Fig. 1: metal 1
Scale bar: 20 um.
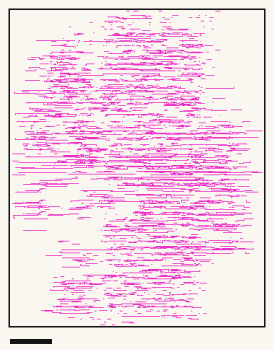
Fig. 2: a small window of the routed layout
Scale bar: 20 um. Window x 35 to 85, y 79 to 129 um. Cells in grey, sequential cells in the stronger grey; small squares are vias.
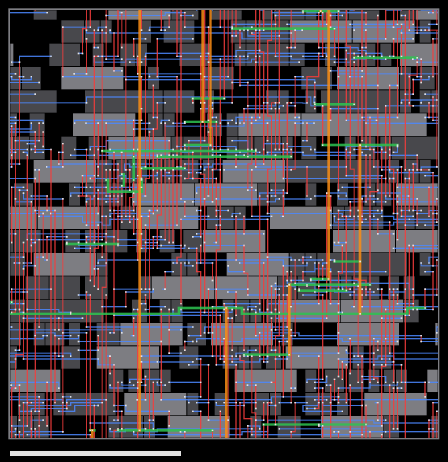
Fig. 3: clock wiring as the flow saved it
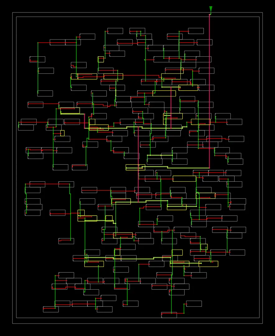
File: src/rtl/pc_msg_deframer.sv
// pc_msg_deframer: assembles 3-word PC messages from a FWFT FIFO into validated START/STOP commands
module pc_msg_deframer #(
  parameter int XB_SIZE = 32,
  parameter int MAX_LEN = 4096,
  parameter int TIMEOUT = 1024
) (
  input  logic               CLK,
  input  logic               RESET,
  input  logic               pc_msg_valid,
  input  logic [XB_SIZE-1:0] pc_msg,
  output logic               pc_msg_ack,
  output logic               cmd_valid,
  input  logic               cmd_ready,
  output logic               cmd_start,
  output logic               cmd_stop,
  output logic [XB_SIZE-1:0] cmd_len,
  output logic [XB_SIZE-1:0] cmd_addr,
  output logic [XB_SIZE-1:0] cmd_coeff,
  output logic               msg_error,
  output logic [7:0]         err_count
);
  typedef enum logic [1:0] {W0, W1, W2, HOLD} state_t;
  localparam int CW = $clog2(TIMEOUT);
  localparam logic [CW-1:0] LIM = CW'(TIMEOUT - 1);
  state_t state;
  logic [CW-1:0] cnt;
  logic [XB_SIZE-1:0] w0, w1;
  logic is_stop, is_start, in_msg, timed_out, bad_msg, drop;
  assign pc_msg_ack = pc_msg_valid && !RESET && state != HOLD;
  assign is_stop    = w0 == '0 && w1 == '0 && pc_msg == '0;
  assign is_start   = w0 != '0 && w0 <= XB_SIZE'(MAX_LEN) && pc_msg != '0;
  assign in_msg     = state == W1 || state == W2;
  // a word arriving on the limit cycle takes priority over the timeout
  assign timed_out  = in_msg && !pc_msg_ack && cnt == LIM;
  assign bad_msg    = state == W2 && pc_msg_ack && !is_stop && !is_start;
  assign drop       = timed_out || bad_msg;
  // message assembly, command hold, inter-word timeout and error accounting
  always_ff @(posedge CLK) begin
    if (RESET) begin
      state     <= W0;
      cnt       <= '0;
      w0        <= '0;
      w1        <= '0;
      cmd_valid <= 1'b0;
      cmd_start <= 1'b0;
      cmd_stop  <= 1'b0;
      cmd_len   <= '0;
      cmd_addr  <= '0;
      cmd_coeff <= '0;
      msg_error <= 1'b0;
      err_count <= '0;
    end else begin
      msg_error <= drop;
      if (drop) err_count <= err_count + 8'(err_count != 8'hff);
      cnt <= (!in_msg || pc_msg_ack || drop) ? '0 : cnt + 1'b1;
      case (state)
        W0: if (pc_msg_ack) begin
          w0    <= pc_msg;
          state <= W1;
        end
        W1: if (pc_msg_ack) begin
          w1    <= pc_msg;
          state <= W2;
        end else if (drop) state <= W0;
        W2: if (pc_msg_ack && !drop) begin
          state     <= HOLD;
          cmd_valid <= 1'b1;
          cmd_start <= is_start;
          cmd_stop  <= is_stop;
          cmd_len   <= w0;
          cmd_addr  <= w1;
          cmd_coeff <= pc_msg;
        end else if (drop) state <= W0;
        HOLD: if (cmd_ready) begin
          state     <= W0;
          cmd_valid <= 1'b0;
          cmd_start <= 1'b0;
          cmd_stop  <= 1'b0;
        end
      endcase
    end
  end
endmodule

File: config.mk
export PLATFORM = sky130hd
export DESIGN_NAME = pc_msg_deframer
export DESIGN_NICKNAME = d
export VERILOG_FILES = /design/src/rtl/pc_msg_deframer.sv
export SDC_FILE = /design/constraint.sdc
export NUM_CORES = 1
export LEC_CHECK = 0
export ABC_CLOCK_PERIOD_IN_PS = 3900
export CORE_ASPECT_RATIO = 1.25
export CORE_MARGIN = 1.5
export CORE_UTILIZATION = 40
export DETAILED_ROUTE_END_ITERATION = 12
export HOLD_SLACK_MARGIN = 0.12
export PLACE_DENSITY = 0.76
export SETUP_SLACK_MARGIN = 0.2
export SKIP_CTS_REPAIR_TIMING = 1
export SLEW_MARGIN = 10
export SYNTH_ARGS = -nofsm -noshare
export SYNTH_HDL_FRONTEND = slang
export SYNTH_SLANG_ARGS = --single-unit
File: constraint.sdc
create_clock -name CLK -period 3.9 [get_ports CLK]
set_clock_uncertainty 0.2 [all_clocks]
set_input_delay 0.39 -clock CLK [delete_from_list [all_inputs] [get_ports CLK]]
set_output_delay 0.39 -clock CLK [all_outputs]
set_load 0.005 [all_outputs]
==> summary.txt <==
result of the run -> finished, final reports clean
Area leader share -> 54.05%
Clock Sink Count -> 184
number of failing hold endpoints at the final stage -> 0
top logic cell by instance count in the layout -> sky130_fd_sc_hd__nand2_1
antenna cells -> 0
most common flop cell mapped by yosys -> sky130_fd_sc_hd__dfxtp_1
maximum fanout along the worst path -> 35
part of the Yosys area used for sequential elements -> 54.05%
yosys synthesis warning count -> 0
flip-flop and latch count after synthesis -> 184
clock tree from TritonCTS -> built
number of logic inverters in the finished layout -> 7
clock period minus worst slack -> 3206 ps
core region area -> 16780 um^2
Top Layout Cells -> 298 x sky130_fd_sc_hd__nand2_1, 184 x sky130_fd_sc_hd__dfxtp_1, 151 x sky130_fd_sc_hd__a21oi_1
slowest stage delay, CP -> 600 ps
Register Area -> 3684 um^2
hold endpoint -> cmd_addr[5]
buffers from clock root to sink, at most -> 2
clock transition at the register clock pins on the worst setup and hold paths after CTS -> 60 ps
standard cell with the maximum stage delay on the critical path -> sky130_fd_sc_hd__nor4_1
Async S/R FF share, synth -> 0%
remaining antenna violation count -> 0
post-layout period usage of the worst path -> 82.21%
most used cell, CP -> sky130_fd_sc_hd__nor4_1
hold wc startpoint -> cmd_addr[5]
die y size -> 148.9 um
DP Wirelength -> 12240 um
power density cells -> 436.9 nW/um^2
Tap Count -> 220
relative area change from synthesis to final layout -> 32.27%
required time at the endpoint of the critical path -> 4050 ps
clock power share -> 42.6%
number of top-level pins -> 145
overall die area -> 17840 um^2
multi-input logic area -> 2899 um^2
beginning of the worst register-to-register path -> w0[8]
largest voltage drop on the vdd net -> 231.2 uV
worst slack on hold paths -> 251.9 ps
commonest cells in the synthesized netlist -> 298 x sky130_fd_sc_hd__nand2_1, 184 x sky130_fd_sc_hd__dfxtp_1, 151 x sky130_fd_sc_hd__a21oi_1
reg-to-reg setup timing slack -> 690 ps
setup slack at placement -> 419.5 ps
filler instances -> 1553
number of enable flip-flop cells -> 0
dominant cell by count in the synthesized netlist -> sky130_fd_sc_hd__nand2_1
instance tally after logic synthesis -> 845
number of levels in the clock H-tree -> 4
largest contributor to cell area by class -> sequential cells
FF-to-FF End -> cmd_coeff[15]
OpenROAD warnings -> 32
clk tree area frac -> 6.315%
Sequential Power Share -> 49.7%
setup repair after global routing missed its margin -> false
detailed-route vias per instance -> 5.066
critical path capture point -> cmd_coeff[15]
site row count -> 53
Sw Share -> 24.07%
setup tns final -> 0 ps
remaining routing DRC violations -> 0
class of the tightest hold or removal check -> reg -> reg
final cell count without fillers -> 1199
Notes on Fig. 1 above:
longest straight run: 31.7 um
share of all routed wire: 44%
main direction: horizontal
nets with wire on the layer: 923
final routed wirelength across all metal layers: 17940 um
met1 usage: 25.01%
via total after detailed routing: 6074

Notes on Fig. 2 above:
legend:
  met4:
    colour: orange
  met2:
    colour: red
  met1:
    colour: blue
  met3:
    colour: green
sequential cells in the window: 38
most frequent: nand2_1 (84), a21oi_1 (38), dfxtp_1 (38)
netlist names of flops here include: w0 (19), w1 (13), cmd_coeff (4)
cells with their middle in the window: 214

Notes on Fig. 3 above:
clock network power: 1.68 mW
TritonCTS Buffers: 17

## logic make-up after synthesis
| group | count (synthesis) | synth area share (%) |
|---|---|---|
| AND-OR/OR-AND | 164 | 12.41 |
| XOR/XNOR | 9 | 1.157 |
| adder cells (fa/ha/maj) | 8 | 1.469 |
| buffers and inverters | 60 | 3.616 |
| flip-flops | 184 | 54.05 |
| multiplexers | 7 | 1.101 |
| AND/OR/NAND/NOR | 413 | 26.20 |
## routing by layer
| metal | global-route usage [%] | routed length, um | vias up |
|---|---|---|---|
| met5 | 0 | 0 | - |
| met4 | 7.202 | 420 | 0 |
| met3 | 5.581 | 921 | 30 |
| met2 | 33.91 | 8787 | 157 |
| met1 | 25.01 | 7813 | 2823 |
| li1 | - | - | 3064 |
Power is estimated from default activity; no workload was simulated.
